**src/rtl/div_pkg.sv**
```systemverilog
// Shared types and constants for the 16-bit restoring divider.
// Holds the FSM state enum, datapath widths, divide-by-zero result constant,
// and a two's-complement negate helper used by the signed build.
package div_pkg;

  localparam int unsigned DIV_WIDTH = 16;
  localparam int unsigned REM_WIDTH = DIV_WIDTH + 1;
  localparam int unsigned CNT_WIDTH = 4;

  localparam logic [CNT_WIDTH-1:0] COUNT_LAST           = 4'd15;
  localparam logic [DIV_WIDTH-1:0] DIV_BY_ZERO_QUOTIENT = 16'hFFFF;

  typedef enum logic [1:0] {
    IDLE = 2'd0,
    RUN  = 2'd1,
    DONE = 2'd2
  } div_state_e;

  // Two's-complement negate at divider width.
  function automatic logic [DIV_WIDTH-1:0] twos_neg(input logic [DIV_WIDTH-1:0] x);
    return ~x + DIV_WIDTH'(1);
  endfunction

endpackage

```
**src/rtl/restoring_divider_16_bit_if.sv**
```systemverilog
// Start/done coprocessor bus between the ALU side (master) and the divider (slave).
// Signals:
//   start        request, accepted only while the divider is idle or done
//   dividend     numerator, sampled on the accepting edge
//   divisor      denominator, sampled on the accepting edge
//   quotient     registered result
//   remainder    registered result
//   busy         high while a division is in progress
//   done         one-cycle pulse when results update
//   div_by_zero  registered flag for the last accepted division
interface restoring_divider_16_bit_if;
  import div_pkg::*;

  logic                 start;
  logic [DIV_WIDTH-1:0] dividend;
  logic [DIV_WIDTH-1:0] divisor;
  logic [DIV_WIDTH-1:0] quotient;
  logic [DIV_WIDTH-1:0] remainder;
  logic                 busy;
  logic                 done;
  logic                 div_by_zero;

  modport master (
    output start, dividend, divisor,
    input  quotient, remainder, busy, done, div_by_zero
  );

  modport slave (
    input  start, dividend, divisor,
    output quotient, remainder, busy, done, div_by_zero
  );

endinterface

```
**src/rtl/carry_lookahead_subtractor_17_bit.sv**
```systemverilog
// 17-bit subtractor computing a + ~b + 1 with a borrow-lookahead structure.
// Bits [15:0] are split into four 4-bit groups with group propagate/generate
// feeding a lookahead unit for the group carries; bit 16 hangs off the top.
// Ports:
//   a       minuend (17 bits)
//   b       subtrahend (17 bits)
//   diff    a - b modulo 2^17
//   borrow  high when a < b (inverted final carry)
module carry_lookahead_subtractor_17_bit
  import div_pkg::*;
(
  input  logic [REM_WIDTH-1:0] a,
  input  logic [REM_WIDTH-1:0] b,
  output logic [REM_WIDTH-1:0] diff,
  output logic                 borrow
);

  logic [REM_WIDTH-1:0] p;
  logic [REM_WIDTH-1:0] g;
  logic [3:0]           gp;
  logic [3:0]           gg;
  logic [4:0]           gc;
  logic [REM_WIDTH:0]   c;

  // Bitwise propagate/generate of a + ~b.
  assign p = a ^ ~b;
  assign g = a & ~b;

  // Group propagate/generate for the four low nibbles.
  always_comb begin
    gp = '0;
    gg = '0;
    for (int grp = 0; grp < 4; grp++) begin
      gp[grp] = &p[4*grp +: 4];
      gg[grp] = g[4*grp+3]
              | (p[4*grp+3] & g[4*grp+2])
              | (p[4*grp+3] & p[4*grp+2] & g[4*grp+1])
              | (p[4*grp+3] & p[4*grp+2] & p[4*grp+1] & g[4*grp]);
    end
  end

  // Lookahead group carries; the +1 of two's complement enters as carry-in.
  assign gc[0] = 1'b1;
  assign gc[1] = gg[0] | (gp[0] & gc[0]);
  assign gc[2] = gg[1] | (gp[1] & gg[0]) | (gp[1] & gp[0] & gc[0]);
  assign gc[3] = gg[2] | (gp[2] & gg[1]) | (gp[2] & gp[1] & gg[0])
               | (gp[2] & gp[1] & gp[0] & gc[0]);
  assign gc[4] = gg[3] | (gp[3] & gg[2]) | (gp[3] & gp[2] & gg[1])
               | (gp[3] & gp[2] & gp[1] & gg[0])
               | (gp[3] & gp[2] & gp[1] & gp[0] & gc[0]);

  // Per-bit carries inside each group, seeded by the lookahead group carry.
  always_comb begin
    c = '0;
    for (int grp = 0; grp < 4; grp++) begin
      c[4*grp] = gc[grp];
      for (int k = 0; k < 3; k++) begin
        c[4*grp+k+1] = g[4*grp+k] | (p[4*grp+k] & c[4*grp+k]);
      end
    end
    c[16] = gc[4];
    c[17] = g[16] | (p[16] & c[16]);
  end

  assign diff   = p ^ c[REM_WIDTH-1:0];
  assign borrow = ~c[REM_WIDTH];

endmodule

```
**src/rtl/restoring_divider_16_bit.sv**
```systemverilog
// 16-bit restoring divider: one trial subtraction per clock, start/done handshake.
// A division takes 16 RUN steps after the accepting edge; divide-by-zero
// completes on the accepting edge itself. Results only change on DONE entry.
// Build option: define DIV_SIGNED_EN for two's-complement operands
// (truncating division, remainder takes the dividend's sign).
// Ports:
//   clk      system clock, all state on rising edge
//   reset_n  asynchronous active-low reset; discards any in-flight division
//   bus      slave side of restoring_divider_16_bit_if
module restoring_divider_16_bit
  import div_pkg::*;
(
  input  logic                       clk,
  input  logic                       reset_n,
  restoring_divider_16_bit_if.slave  bus
);

  div_state_e           state;
  logic [CNT_WIDTH-1:0] count;
  logic [REM_WIDTH-1:0] r;
  logic [DIV_WIDTH-1:0] q;
  logic [DIV_WIDTH-1:0] d;

  logic [REM_WIDTH-1:0] r_sh;
  logic [REM_WIDTH-1:0] diff;
  logic                 borrow;
  logic [REM_WIDTH-1:0] r_step;
  logic [DIV_WIDTH-1:0] q_step;

  logic [DIV_WIDTH-1:0] dvd_mag;
  logic [DIV_WIDTH-1:0] dvs_mag;
  logic [DIV_WIDTH-1:0] quo_res;
  logic [DIV_WIDTH-1:0] rem_res;

  logic accept;

  assign accept = ((state == IDLE) || (state == DONE)) && bus.start;

  // {R,Q} shifted left by one; R's MSB is always zero after a restored step.
  assign r_sh = REM_WIDTH'({r, q[DIV_WIDTH-1]});

  carry_lookahead_subtractor_17_bit u_sub (
    .a      (r_sh),
    .b      ({1'b0, d}),
    .diff   (diff),
    .borrow (borrow)
  );

  // Restore on borrow, otherwise keep the trial difference and set the quotient bit.
  assign q_step = {q[DIV_WIDTH-2:0], ~borrow};
  assign r_step = borrow ? r_sh : diff;

`ifdef DIV_SIGNED_EN
  logic q_neg;
  logic r_neg;

  assign dvd_mag = bus.dividend[DIV_WIDTH-1] ? twos_neg(bus.dividend) : bus.dividend;
  assign dvs_mag = bus.divisor[DIV_WIDTH-1]  ? twos_neg(bus.divisor)  : bus.divisor;
  assign quo_res = q_neg ? twos_neg(q_step) : q_step;
  assign rem_res = r_neg ? twos_neg(r_step[DIV_WIDTH-1:0]) : r_step[DIV_WIDTH-1:0];

  // Result signs captured alongside the operand magnitudes.
  always_ff @(posedge clk or negedge reset_n) begin
    if (!reset_n) begin
      q_neg <= 1'b0;
      r_neg <= 1'b0;
    end else if (accept && (bus.divisor != '0)) begin
      q_neg <= bus.dividend[DIV_WIDTH-1] ^ bus.divisor[DIV_WIDTH-1];
      r_neg <= bus.dividend[DIV_WIDTH-1];
    end
  end
`else
  assign dvd_mag = bus.dividend;
  assign dvs_mag = bus.divisor;
  assign quo_res = q_step;
  assign rem_res = r_step[DIV_WIDTH-1:0];
`endif

  // Control FSM, iteration datapath and result registers.
  always_ff @(posedge clk or negedge reset_n) begin
    if (!reset_n) begin
      state       <= IDLE;
      count       <= '0;
      r           <= '0;
      q           <= '0;
      d           <= '0;
      bus.quotient    <= '0;
      bus.remainder   <= '0;
      bus.busy        <= 1'b0;
      bus.done        <= 1'b0;
      bus.div_by_zero <= 1'b0;
    end else begin
      bus.done <= 1'b0;
      case (state)
        IDLE, DONE: begin
          if (accept) begin
            if (bus.divisor == '0) begin
              state           <= DONE;
              bus.quotient    <= DIV_BY_ZERO_QUOTIENT;
              bus.remainder   <= bus.dividend;
              bus.div_by_zero <= 1'b1;
              bus.done        <= 1'b1;
            end else begin
              state    <= RUN;
              count    <= '0;
              r        <= '0;
              q        <= dvd_mag;
              d        <= dvs_mag;
              bus.busy <= 1'b1;
            end
          end else begin
            state <= IDLE;
          end
        end
        // Start is ignored here; operands and count are untouched by it.
        RUN: begin
          q     <= q_step;
          r     <= r_step;
          count <= count + CNT_WIDTH'(1);
          if (count == COUNT_LAST) begin
            state           <= DONE;
            bus.busy        <= 1'b0;
            bus.done        <= 1'b1;
            bus.quotient    <= quo_res;
            bus.remainder   <= rem_res;
            bus.div_by_zero <= 1'b0;
          end
        end
        default: begin
          state    <= IDLE;
          bus.busy <= 1'b0;
        end
      endcase
    end
  end

endmodule
```
**src/flat_wrapper.sv**
```systemverilog
// flat-port wrapper written by rule: the top's interface ports become plain ports
module restoring_divider_16_bit_flat import div_pkg::*;
  (clk, reset_n, bus_start, bus_dividend, bus_divisor, bus_quotient, bus_remainder, bus_busy, bus_done, bus_div_by_zero);
  restoring_divider_16_bit_if bus_i ();
  input  logic clk;
  input  logic reset_n;
  input wire logic [$bits(bus_i.start)-1:0] bus_start;
  input wire logic [$bits(bus_i.dividend)-1:0] bus_dividend;
  input wire logic [$bits(bus_i.divisor)-1:0] bus_divisor;
  output wire logic [$bits(bus_i.quotient)-1:0] bus_quotient;
  output wire logic [$bits(bus_i.remainder)-1:0] bus_remainder;
  output wire logic [$bits(bus_i.busy)-1:0] bus_busy;
  output wire logic [$bits(bus_i.done)-1:0] bus_done;
  output wire logic [$bits(bus_i.div_by_zero)-1:0] bus_div_by_zero;
  assign bus_i.start = bus_start;
  assign bus_i.dividend = bus_dividend;
  assign bus_i.divisor = bus_divisor;
  assign bus_quotient = bus_i.quotient;
  assign bus_remainder = bus_i.remainder;
  assign bus_busy = bus_i.busy;
  assign bus_done = bus_i.done;
  assign bus_div_by_zero = bus_i.div_by_zero;
  restoring_divider_16_bit u_core (.clk(clk), .reset_n(reset_n), .bus(bus_i));
endmodule
```
**config.mk**
```make
export PLATFORM = sky130hd
export DESIGN_NAME = restoring_divider_16_bit_flat
export DESIGN_NICKNAME = d
export VERILOG_FILES = /design/src/rtl/div_pkg.sv /design/src/rtl/restoring_divider_16_bit_if.sv /design/src/rtl/carry_lookahead_subtractor_17_bit.sv /design/src/rtl/restoring_divider_16_bit.sv /design/src/flat_wrapper.sv
export SDC_FILE = /design/constraint.sdc
export NUM_CORES = 1
export LEC_CHECK = 0
export ABC_AREA = 1
export CAP_MARGIN = 15
export CORE_UTILIZATION = 55
export CTS_CLUSTER_SIZE = 30
export DETAILED_ROUTE_END_ITERATION = 8
export PLACE_DENSITY = 0.81
export SYNTH_ARGS = -nofsm -noshare
export SYNTH_HDL_FRONTEND = slang
export SYNTH_SLANG_ARGS = --single-unit
```
**constraint.sdc**
```tcl
create_clock -name clk -period 4.1 [get_ports clk]
set_input_delay 0.615 -clock clk [delete_from_list [all_inputs] [get_ports clk]]
set_output_delay 0.615 -clock clk [all_outputs]
set_load 0.02 [all_outputs]
```
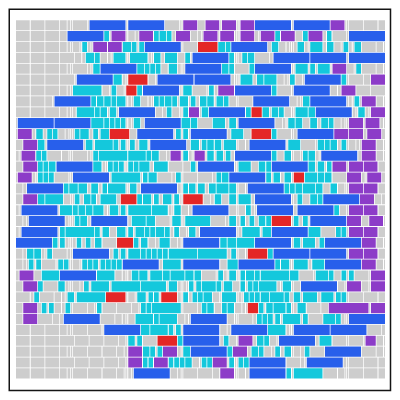
Figure 1: placement by cell class.
(4 px per um) Fill, decap, tap and diode cells in grey.
- remaining buffers and delay cells: purple (cells 74)
- combinational and other logic: cyan (cells 423)
- clock drivers and dummy loads: red (cells 16)
- sequential cells: blue (cells 89)

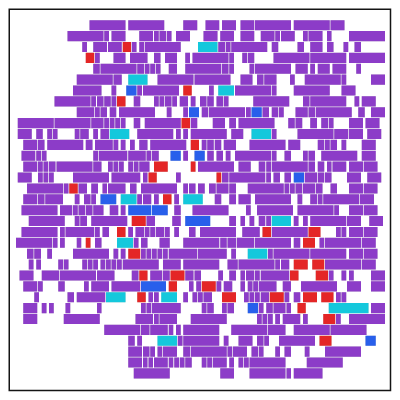
Figure 2: cell sizes after repair.
(4 px per um)
- _3 and _4 cells: blue (cells 13)
- _2 cells: red (cells 35; most used nand3_2)
- _6 and larger: cyan (cells 14; most used clkbuf_8)
- _0 and _1 cells: purple (cells 540; most used dfrtp_1)

==> results.yml <==
# physical design summary
sta:
  max_freq_mhz: 304
  setup_violations: 0
  period_needed_ps: 3290
  max_slew.worst_pin.slew_ps: 780
  whs_ps: 82.9
  maxSlewHeadroom_pct: 47.9
  min_period_over_period_pct: 80.1
  slew_violations: 0
  fin_setup_tns_ps: 0
synth:
  syn_inst: 536
  yosys_cells: 536
  edf_count: 0
  syn_area_um2: 4750
  ys_async_sr_fraction_pct: 100
  synthFlopType: "dfrtp_1"
  syn_area_per_cell_um2: 8.86
  synth.net_count: 600
  synth_warnings: 0
  ys_seq_share_pct: 46.9
  synthDistinctLibCells: 34
  yosys.stat.chipArea_um2: 4750
placed_design:
  numPortBuffers: 69
  gp_congestion: 0.863
finish:
  seqCellArea_um2: 2230
  layout_top_cell: "dfrtp_1"
  drive_gt1_share_pct: 10.3
  fin_nets: 661
  comb_area_um2: 2080
  area_growth_pct: 20.2
  layout_top_cells: "dfrtp_1 (89), inv_1 (85), nand2_1 (69)"
critical_path:
  critPathMaxStageDelay_ps: 470
  crit_slowest_cell: "fa_1"
  worst_path_most_repeated_cell: "nand2_1"
  path_class: "reg -> reg"
  crit_required_ps: 4410
  r2r_setup_slack_ps: 810
  critPathLaunchType: "register"
  cp_max_fo: 3
  critPathCaptureType: "register"
  cp.arrival_ps: 3600
power_and_ir_drop:
  powerDensity_nw_per_um2: 933
  power.leakage_uw: 0.00261
cts:
  holdBufCountCts: 0
  cts_buffer_depth: 2
  numCtsBuffers: 9
  tritoncts: "built"
  clock_sinks: 89
  clk_pin_slew_ps: 100
  clkLatencyLatePin_ps: 370
  cts_root_buffer: "clkbuf_8"
  post_cts_buffers: 0
  htree_levels: 3
global_routing:
  grt_pass1_vias: 3827
  grt_pass1_wl_mm: 18.6
  grt_overflow: 0
  grt_antenna_before_repair: 0
  grt_max_degree: 90
routing:
  dr.pass1.iters: 5
  drc_errors: 0
  drt_wl_total_mm: 11.5
  vias_per_cell: 5.73
  vias: 4053
die:
  coreArea_um2: 8300
  die_area_um2: 9010
  ios: 70
  fp_util_pct: 57.2
  die_width_um: 94.9
  die_h_um: 94.9
min_path:
  hold_path_class: "in -> async"
run:
  tool_warnings: 27
  max-cap-violations: 0
outcome:
  status: "finished clean"
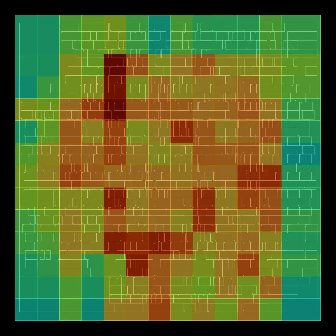
Figure 3: congestion heat map.
overall global routing resource usage: 27.6%
average wire per standard cell: 16.3 um
GR met2 Demand/Resource: 43.7%

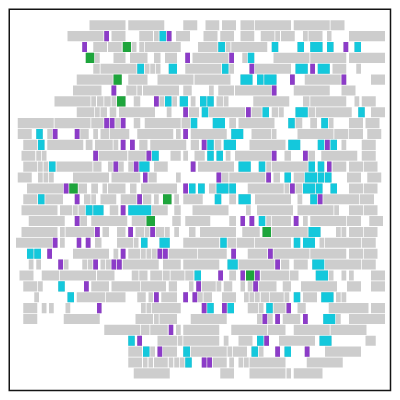
Figure 4: gate-type map.
(4 px per um)
- aoi and oai cells: cyan (cells 92)
- and/or cells: green (cells 9)
- inv cells: purple (cells 88)

[where the power goes]
part | internal [uW] | total, uW | switching [uW]
clock network | 233 | 592 | 360
registers | 1280 | 1510 | 228
logic | 1210 | 3220 | 2010
[kinds of logic (layout without fill, tap and decap cells)]
kind of cell	Yosys count	in the layout	share of synthesized area [%]
buf+inv	112	178	9.38
fa+ha+maj	29	29	9.38
simple gates	207	207	21.1
compound gates	94	94	12.3
xor+xnor	5	5	0.922
flops	89	89	46.9
[registers in the layout (all words and copies together) (netlist names)]
signal,cells
u_core.bus.div_by_zero,1
u_core.bus.busy,1
u_core.bus.remainder,16
u_core.count,4
u_core.state,2
u_core.r,16
u_core.q,16
u_core.d,16
u_core.bus.quotient,16
u_core.bus.done,1
[layer usage]
layer  up-vias  GRT usage (%)  share of wire (%)
li1       1875              -                  -
met1      1972           37.6                 42
met2       177           43.7                 48
met3        29           4.43                7.2
met4         0           12.1                2.7
met5         -              0                  0
[metrics by stage]
stage	total power (uW)	cell area (um^2)	worst slack (ps)	cells	utilization, %
3_5_place_dp	4690	5480	865	689	66.0
3_3_place_gp	4510	5480	1030	689	66.0
5_1_grt	5770	5710	592	707	68.8
4_1_cts	5300	5670	848	705	68.3
2_1_floorplan	3780	4750	1180	536	-
6_report	5320	5710	814	707	68.8
[path summary, 6_finish.rpt]
kind,startpoint,endpoint,cells past startpoint
worst max-delay path,u_core.r[2],u_core.bus.remainder[15],17
worst min-delay path,reset_n,u_core.d[5],1
worst max register to register,u_core.r[2],u_core.bus.remainder[15],17
worst min register to register,u_core.state[0],u_core.bus.busy,1
max in group asynchronous,reset_n,u_core.r[15],2
min in group clk,u_core.state[0],u_core.bus.busy,1
[Yosys cell counts (3+ instances only)]
library cell  number  area (um^2)
a21oi_2            7         61.3
buf_2              8         40.0
o211ai_1           4         30.0
a21oi_1           36          180
nand2_2            7         43.8
nand3_2            8         80.1
nor2_1            54          203
or2_2              6         37.5
nand4_1           18          113
fa_1              11          220
dfrtp_1           89         2230
xnor2_1            3         26.3
clkbuf_1          12         45.0
inv_1             85          319
nand3_1           37          185
o21ai_0           27          135
o221ai_1          15          131
nand2_1           69          259
inv_2              3         11.3
ha_1              18          225
[cell type report]
| type | instances | share of cell area (%) |
|---|---|---|
| repair buffers | 74 | 13.1 |
| multi-input cells | 335 | 36.5 |
| inverters | 88 | 5.79 |
| clock inverters | 7 | 1.12 |
| well taps | 105 | 2.30 |
| clock buffers | 9 | 2.17 |
| flip-flops and latches | 89 | 39.0 |
Power is estimated from default activity; no workload was simulated.
